`src/rtl/systolic_result_deskew_if.sv`:
```
// ----------------------------------------------------------------------------
// systolic_result_deskew_if
// Bus bundle for the systolic result collector.
//   acc_valid, acc_in_0..7 : skewed column results from the array (upstream)
//   out_valid/out_ready    : downstream row handshake
//   out_data_0..7, out_last: aligned head row and its tile-end marker
//   overflow, level        : sticky drop flag and FIFO occupancy
// Modports: slave = collector view, master = array/consumer view.
// ----------------------------------------------------------------------------
interface systolic_result_deskew_if #(
    parameter int unsigned FIFO_DEPTH = 8
) ();
    localparam int unsigned LW = $clog2(FIFO_DEPTH) + 1;

    logic          acc_valid;
    logic [15:0]   acc_in_0;
    logic [15:0]   acc_in_1;
    logic [15:0]   acc_in_2;
    logic [15:0]   acc_in_3;
    logic [15:0]   acc_in_4;
    logic [15:0]   acc_in_5;
    logic [15:0]   acc_in_6;
    logic [15:0]   acc_in_7;
    logic          out_valid;
    logic          out_ready;
    logic [15:0]   out_data_0;
    logic [15:0]   out_data_1;
    logic [15:0]   out_data_2;
    logic [15:0]   out_data_3;
    logic [15:0]   out_data_4;
    logic [15:0]   out_data_5;
    logic [15:0]   out_data_6;
    logic [15:0]   out_data_7;
    logic          out_last;
    logic          overflow;
    logic [LW-1:0] level;

    modport slave (
        input  acc_valid, acc_in_0, acc_in_1, acc_in_2, acc_in_3,
               acc_in_4, acc_in_5, acc_in_6, acc_in_7, out_ready,
        output out_valid, out_data_0, out_data_1, out_data_2, out_data_3,
               out_data_4, out_data_5, out_data_6, out_data_7,
               out_last, overflow, level
    );

    modport master (
        output acc_valid, acc_in_0, acc_in_1, acc_in_2, acc_in_3,
               acc_in_4, acc_in_5, acc_in_6, acc_in_7, out_ready,
        input  out_valid, out_data_0, out_data_1, out_data_2, out_data_3,
               out_data_4, out_data_5, out_data_6, out_data_7,
               out_last, overflow, level
    );
endinterface

```
`src/rtl/systolic_result_deskew.sv`:
```
// ----------------------------------------------------------------------------
// systolic_result_deskew
// Realigns the diagonal result wavefront of the 8x8 fp16 systolic array into
// full row vectors, buffers them in a show-ahead FIFO and hands them
// downstream with a per-tile last marker.
//   clk   : rising-edge clock
//   reset : asynchronous active-low reset
//   clear : synchronous flush (FIFO, valid pipe, row counter, overflow)
//   bus   : systolic_result_deskew_if.slave (array inputs, output handshake)
// ----------------------------------------------------------------------------
module systolic_result_deskew #(
    parameter int unsigned FIFO_DEPTH = 8,
    parameter int unsigned TILE_ROWS  = 8
) (
    input  logic                     clk,
    input  logic                     reset,
    input  logic                     clear,
    systolic_result_deskew_if.slave  bus
);
    localparam int unsigned NCOL = 8;
    localparam int unsigned DW   = 16;
    localparam int unsigned SKEW = NCOL - 1;
    localparam int unsigned AW   = $clog2(FIFO_DEPTH);
    localparam int unsigned LW   = AW + 1;
    localparam int unsigned CW   = (TILE_ROWS > 1) ? $clog2(TILE_ROWS) : 1;
    localparam int unsigned RW   = NCOL * DW + 1;

    logic [DW-1:0]   acc_in      [NCOL];
    logic [DW-1:0]   col_aligned [NCOL];

    logic [SKEW-1:0] valid_sr_q, valid_sr_d;
    logic [AW-1:0]   wr_ptr_q, wr_ptr_d;
    logic [AW-1:0]   rd_ptr_q, rd_ptr_d;
    logic [LW-1:0]   level_q, level_d;
    logic [CW-1:0]   row_cnt_q, row_cnt_d;
    logic            overflow_q, overflow_d;
    logic [RW-1:0]   mem_q [FIFO_DEPTH];

    logic            row_valid_c;
    logic            full_c;
    logic            pop_c;
    logic            push_c;
    logic            drop_c;
    logic [RW-1:0]   wr_row_c;
    logic [RW-1:0]   head_c;

    assign acc_in[0] = bus.acc_in_0;
    assign acc_in[1] = bus.acc_in_1;
    assign acc_in[2] = bus.acc_in_2;
    assign acc_in[3] = bus.acc_in_3;
    assign acc_in[4] = bus.acc_in_4;
    assign acc_in[5] = bus.acc_in_5;
    assign acc_in[6] = bus.acc_in_6;
    assign acc_in[7] = bus.acc_in_7;

    // Column j gets SKEW-j free-running stages so every column lands at T+7.
    for (genvar j = 0; j < int'(SKEW); j++) begin : g_dly
        localparam int unsigned STAGES = SKEW - j;
        logic [DW-1:0] dly_q [STAGES];
        logic [DW-1:0] dly_d [STAGES];

        always_comb begin
            dly_d[0] = acc_in[j];
            for (int k = 1; k < int'(STAGES); k++) begin
                dly_d[k] = dly_q[k-1];
            end
        end

        always_ff @(posedge clk or negedge reset) begin
            if (!reset) begin
                for (int k = 0; k < int'(STAGES); k++) begin
                    dly_q[k] <= '0;
                end
            end else begin
                dly_q <= dly_d;
            end
        end

        assign col_aligned[j] = dly_q[STAGES-1];
    end

    // Last column arrives already aligned.
    assign col_aligned[SKEW] = acc_in[SKEW];

    // FIFO control; a full FIFO still accepts when the head leaves this edge.
    assign row_valid_c = valid_sr_q[SKEW-1];
    assign full_c      = (level_q == LW'(FIFO_DEPTH));
    assign pop_c       = (level_q != '0) && bus.out_ready;
    assign push_c      = row_valid_c && (!full_c || pop_c);
    assign drop_c      = row_valid_c && !push_c;

    // Row payload: aligned columns plus the tile-end tag in the MSB.
    always_comb begin
        wr_row_c         = '0;
        wr_row_c[RW-1]   = (row_cnt_q == CW'(TILE_ROWS - 1));
        for (int j = 0; j < int'(NCOL); j++) begin
            wr_row_c[j*DW +: DW] = col_aligned[j];
        end
    end

    // Next-state logic; clear overrides any push or pop.
    always_comb begin
        valid_sr_d = {valid_sr_q[SKEW-2:0], bus.acc_valid};
        wr_ptr_d   = wr_ptr_q;
        rd_ptr_d   = rd_ptr_q;
        level_d    = level_q;
        row_cnt_d  = row_cnt_q;
        overflow_d = overflow_q | drop_c;

        if (push_c) begin
            wr_ptr_d  = wr_ptr_q + AW'(1);
            row_cnt_d = (row_cnt_q == CW'(TILE_ROWS - 1)) ? '0 : row_cnt_q + CW'(1);
        end
        if (pop_c) begin
            rd_ptr_d = rd_ptr_q + AW'(1);
        end
        case ({push_c, pop_c})
            2'b10:   level_d = level_q + LW'(1);
            2'b01:   level_d = level_q - LW'(1);
            default: level_d = level_q;
        endcase

        if (clear) begin
            valid_sr_d = '0;
            wr_ptr_d   = '0;
            rd_ptr_d   = '0;
            level_d    = '0;
            row_cnt_d  = '0;
            overflow_d = 1'b0;
        end
    end

    // Control state registers.
    always_ff @(posedge clk or negedge reset) begin
        if (!reset) begin
            valid_sr_q <= '0;
            wr_ptr_q   <= '0;
            rd_ptr_q   <= '0;
            level_q    <= '0;
            row_cnt_q  <= '0;
            overflow_q <= 1'b0;
        end else begin
            valid_sr_q <= valid_sr_d;
            wr_ptr_q   <= wr_ptr_d;
            rd_ptr_q   <= rd_ptr_d;
            level_q    <= level_d;
            row_cnt_q  <= row_cnt_d;
            overflow_q <= overflow_d;
        end
    end

    // Row storage.
    always_ff @(posedge clk or negedge reset) begin
        if (!reset) begin
            for (int i = 0; i < int'(FIFO_DEPTH); i++) begin
                mem_q[i] <= '0;
            end
        end else if (push_c && !clear) begin
            mem_q[wr_ptr_q] <= wr_row_c;
        end
    end

    // Show-ahead head, forced to zero while the FIFO is empty.
    assign head_c = (level_q != '0) ? mem_q[rd_ptr_q] : '0;

    assign bus.out_valid  = (level_q != '0);
    assign bus.out_last   = head_c[RW-1];
    assign bus.out_data_0 = head_c[0*DW +: DW];
    assign bus.out_data_1 = head_c[1*DW +: DW];
    assign bus.out_data_2 = head_c[2*DW +: DW];
    assign bus.out_data_3 = head_c[3*DW +: DW];
    assign bus.out_data_4 = head_c[4*DW +: DW];
    assign bus.out_data_5 = head_c[5*DW +: DW];
    assign bus.out_data_6 = head_c[6*DW +: DW];
    assign bus.out_data_7 = head_c[7*DW +: DW];
    assign bus.overflow   = overflow_q;
    assign bus.level      = level_q;

endmodule

```
`src/flat_wrapper.sv`:
```
// flat-port wrapper written by rule: the top's interface ports become plain ports
module systolic_result_deskew_flat 
#(
    parameter int unsigned FIFO_DEPTH = 8,
    parameter int unsigned TILE_ROWS  = 8
)
  (clk, reset, clear, bus_acc_valid, bus_acc_in_0, bus_acc_in_1, bus_acc_in_2, bus_acc_in_3, bus_acc_in_4, bus_acc_in_5, bus_acc_in_6, bus_acc_in_7, bus_out_ready, bus_out_valid, bus_out_data_0, bus_out_data_1, bus_out_data_2, bus_out_data_3, bus_out_data_4, bus_out_data_5, bus_out_data_6, bus_out_data_7, bus_out_last, bus_overflow, bus_level);
  systolic_result_deskew_if #(.FIFO_DEPTH(FIFO_DEPTH)) bus_i ();
  input  logic clk;
  input  logic reset;
  input  logic clear;
  input wire logic [$bits(bus_i.acc_valid)-1:0] bus_acc_valid;
  input wire logic [$bits(bus_i.acc_in_0)-1:0] bus_acc_in_0;
  input wire logic [$bits(bus_i.acc_in_1)-1:0] bus_acc_in_1;
  input wire logic [$bits(bus_i.acc_in_2)-1:0] bus_acc_in_2;
  input wire logic [$bits(bus_i.acc_in_3)-1:0] bus_acc_in_3;
  input wire logic [$bits(bus_i.acc_in_4)-1:0] bus_acc_in_4;
  input wire logic [$bits(bus_i.acc_in_5)-1:0] bus_acc_in_5;
  input wire logic [$bits(bus_i.acc_in_6)-1:0] bus_acc_in_6;
  input wire logic [$bits(bus_i.acc_in_7)-1:0] bus_acc_in_7;
  input wire logic [$bits(bus_i.out_ready)-1:0] bus_out_ready;
  output wire logic [$bits(bus_i.out_valid)-1:0] bus_out_valid;
  output wire logic [$bits(bus_i.out_data_0)-1:0] bus_out_data_0;
  output wire logic [$bits(bus_i.out_data_1)-1:0] bus_out_data_1;
  output wire logic [$bits(bus_i.out_data_2)-1:0] bus_out_data_2;
  output wire logic [$bits(bus_i.out_data_3)-1:0] bus_out_data_3;
  output wire logic [$bits(bus_i.out_data_4)-1:0] bus_out_data_4;
  output wire logic [$bits(bus_i.out_data_5)-1:0] bus_out_data_5;
  output wire logic [$bits(bus_i.out_data_6)-1:0] bus_out_data_6;
  output wire logic [$bits(bus_i.out_data_7)-1:0] bus_out_data_7;
  output wire logic [$bits(bus_i.out_last)-1:0] bus_out_last;
  output wire logic [$bits(bus_i.overflow)-1:0] bus_overflow;
  output wire logic [$bits(bus_i.level)-1:0] bus_level;
  assign bus_i.acc_valid = bus_acc_valid;
  assign bus_i.acc_in_0 = bus_acc_in_0;
  assign bus_i.acc_in_1 = bus_acc_in_1;
  assign bus_i.acc_in_2 = bus_acc_in_2;
  assign bus_i.acc_in_3 = bus_acc_in_3;
  assign bus_i.acc_in_4 = bus_acc_in_4;
  assign bus_i.acc_in_5 = bus_acc_in_5;
  assign bus_i.acc_in_6 = bus_acc_in_6;
  assign bus_i.acc_in_7 = bus_acc_in_7;
  assign bus_i.out_ready = bus_out_ready;
  assign bus_out_valid = bus_i.out_valid;
  assign bus_out_data_0 = bus_i.out_data_0;
  assign bus_out_data_1 = bus_i.out_data_1;
  assign bus_out_data_2 = bus_i.out_data_2;
  assign bus_out_data_3 = bus_i.out_data_3;
  assign bus_out_data_4 = bus_i.out_data_4;
  assign bus_out_data_5 = bus_i.out_data_5;
  assign bus_out_data_6 = bus_i.out_data_6;
  assign bus_out_data_7 = bus_i.out_data_7;
  assign bus_out_last = bus_i.out_last;
  assign bus_overflow = bus_i.overflow;
  assign bus_level = bus_i.level;
  systolic_result_deskew #(.FIFO_DEPTH(FIFO_DEPTH), .TILE_ROWS(TILE_ROWS)) u_core (.clk(clk), .reset(reset), .clear(clear), .bus(bus_i));
endmodule
```
`config.mk`:
```
export PLATFORM = sky130hd
export DESIGN_NAME = systolic_result_deskew_flat
export DESIGN_NICKNAME = d
export VERILOG_FILES = /design/src/rtl/systolic_result_deskew_if.sv /design/src/rtl/systolic_result_deskew.sv /design/src/flat_wrapper.sv
export SDC_FILE = /design/constraint.sdc
export NUM_CORES = 2
export LEC_CHECK = 0
export CORE_MARGIN = 3
export CORE_UTILIZATION = 40
export CTS_CLUSTER_SIZE = 30
export DETAILED_ROUTE_END_ITERATION = 12
export MAX_ROUTING_LAYER = met4
export PLACE_DENSITY = 0.55
export SETUP_SLACK_MARGIN = 0.05
export SLEW_MARGIN = 20
export SYNTH_ARGS = -nofsm -noshare
export SYNTH_HDL_FRONTEND = slang
export SYNTH_SLANG_ARGS = --single-unit
```
`constraint.sdc`:
```
create_clock -name clk -period 2.8 [get_ports clk]
set_clock_uncertainty 0.2 [all_clocks]
set_input_delay 0.56 -clock clk [delete_from_list [all_inputs] [get_ports clk]]
set_output_delay 0.56 -clock clk [all_outputs]
set_load 0.01 [all_outputs]
```
**Cells colored by class**

The bar under the picture is 100 µm long. Fill, decap, tap and diode cells in gray.
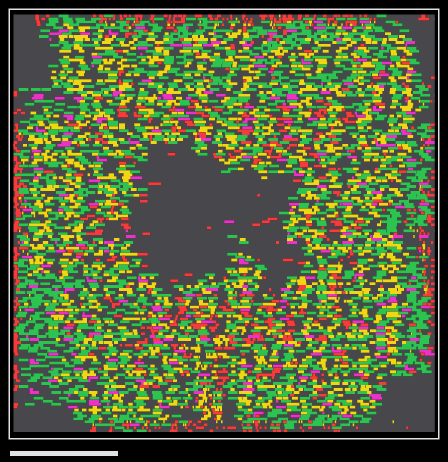
[magenta] clock drivers and dummy loads | cells: 296 | share of their area: 7.4%
[yellow] combinational and other logic | cells: 1634 | share of their area: 30%
[green] flops | cells: 1501 | share of their area: 50%
[red] other buffers and delay cells | cells: 815 | share of their area: 13%

**Placement view**

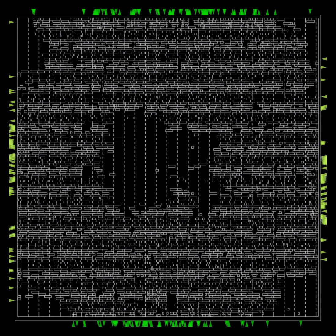
# rows: 142
FILL cells: 12319
post-layout util: 0.5148

**Signal wires by layer**

The bar under the picture is 100 µm long.
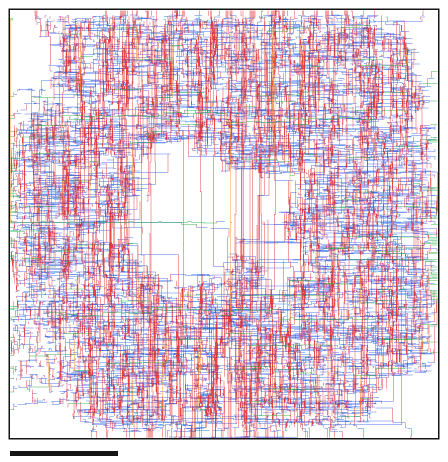
[green] metal 3 | wire length: 3970 µm
[red] metal 2 | wire length: 69.8 mm
[orange] metal 4 | wire length: 2650 µm
[blue] metal 1 | wire length: 65.5 mm

**M4 wires**

The bar under the picture is 100 µm long.
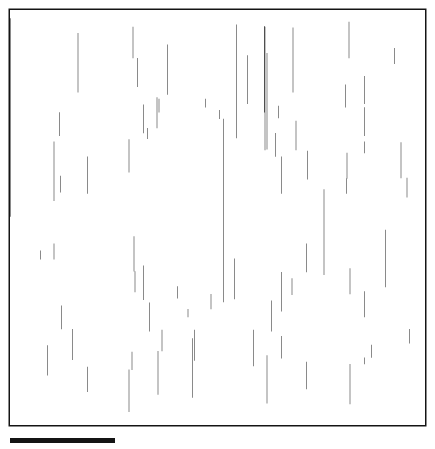
wire length on this layer: 2650 µm
longest straight run: 189 µm
nets with wire on the layer: 30
share of all routed wire: 1.9%

==> GITHUB_STEP_SUMMARY <==
### Metrics collected by this job

| Metric | Value |
|---|---|
| Core area | 150500 µm² |
| Worst-path clk slew | 60 ps |
| F_max | 277.0 MHz |
| Final WS setup | -809.8 ps |
| Crit path cell chain | buf_12 > buf_12 > buf_12 > buf_16 > buf_6 > mux4_2 > mux2i_4 > nor2_4 > buf_6 |
| Largest net degree at the start of global routing | 100 |
| Final Hold Fails | 0 |
| Status | finished with violations |
| Gate Count Post-Synth | 3341 |
| Slew headroom | 0.5778 |
| Main area contributors | dfrtp_1 62%, mux2_4 13%, mux4_2 9.6% |
| I/O Buffers | 267 |
| Top cell area share | 0.6179 |
| Failing checks | setup timing |
| Register area share after synthesis | 0.6179 |
| Reg2reg start | u_core.bus.level[0] |
| DP Area | 69040 µm² |
| Max Cap Viol | 0 |
| Layout area overhead | 27.44% |
| OpenROAD warnings | 29 |
| Gpl congestion | 0.7211 |
| # nets final | 4256 |
| Met2 wire length | 69760 µm |
| Distinct lib cells | 37 |
| # setup viols final | 130 |
| Post-synth EDFFs | 0 |
| Min Clock Period, post-route | 3610 ps |
[cell families after synthesis]
logic type,count (synthesis),synth area share
xor gates and xnor gates,7,0.001009
buffers and inverters,207,0.02317
DFF,1501,0.6179
muxes,1421,0.3417
AOI/OAI and AO/OA,19,0.002244
adders and majority gates,6,0.001235
and+or+nand+nor,180,0.01280
[power breakdown]
group | total (mW) | internal (mW) | switching, mW
combinational | 1.35 | 0.664 | 0.685
sequential | 22.4 | 22.1 | 0.323
clock | 22.1 | 13.1 | 8.96
total | 45.9 | 35.9 | 9.97
[layout make-up]
type | count | area, µm²
Timing Repair Buffer | 815 | 9460
Clock inverter | 73 | 909.6
Multi-Input combinational cell | 1633 | 22330
Antenna cell | 3 | 7.507
Fill cell | 12319 | 73020
Tap cell | 2016 | 2522
Clock buffer | 223 | 4661
Sequential cell | 1501 | 37570
Inverter | 1 | 8.758
[layer usage]
metal	vias up	track usage
met4	0	0.04394
met5	-	-
met2	407	0.2965
li1	13733	-
met1	16981	0.2549
met3	181	0.02929
[placed cells by master (no fill, tap or decap), types with 7 or more instances in the layout]
master and n:
nor2b_1 12, nor2_2 23, dlymetal6s2s_1 12, buf_6 53, clkbuf_16 179, mux2_1 112, mux2i_2 40, buf_16 14
clkdlybuf4s50_1 135, dlygate4sd3_1 98, bufinv_16 15, nor2_1 115, mux2_4 540, buf_12 166, clkbuf_1 30, clkbuf_8 25
mux4_2 258, mux2i_1 73, mux2i_4 17, buf_8 25, dfrtp_1 1498, buf_2 97, clkbuf_2 10, nand2_1 7
clkinv_2 39, mux2_2 381, buf_4 191
[flip-flops by register name (all words and copies together), names as in the netlist]
name / cells
u_core.bus.level: 4
u_core.bus.overflow: 1
u_core.col_aligned: 96
u_core.g_dly.dly_d: 336
u_core.g_dly.dly_q: 16
u_core.mem_q: 1032
u_core.rd_ptr_q: 3
u_core.row_cnt_q: 3
u_core.valid_sr_q: 7
u_core.wr_ptr_q: 3
[through the flow]
step           setup WS (ps)  hold slack, ps  power [mW]
2_1_floorplan          168.4           64.41       22.95
6_report              -809.8           56.63       45.86
3_5_place_dp          -641.4           134.7       24.05
4_1_cts                -1053          0.2565       46.60
3_3_place_gp          -641.9           131.1       24.04
5_1_grt               -926.5           11.08       47.63
[what timing repair did]
item	in CTS	in global routing
setup buffers	62	55
gates cloned	10	11
endpoints found under the setup margin	131	130
resized	544	174
hold buffers	98	0
hold endpoints to repair	396	0
pin swaps	11	32
[worst max-delay path, delay by kind of cell, from the launching register on]
| family | cells | cell delay [ps] |
|---|---|---|
| buf+inv | 6 | 790 |
| mux | 2 | 660 |
| flops | 1 | 560 |
| simple gates | 1 | 70 |
[worst paths after layout]
path,endpoint,slack [ps],depth (start not counted)
max in group asynchronous,u_core.g_dly[0].dly_d[92],1190,3
max reg2reg,u_core.bus.level[3],100,9
min reg2reg,u_core.col_aligned[78],140,0
min in group asynchronous,u_core.col_aligned[68],210,2
min,u_core.g_dly[3].dly_d[47],60,1
max,bus_out_data_7[15],-810,9
No activity file was given, so power comes from the tool's default toggle rates.
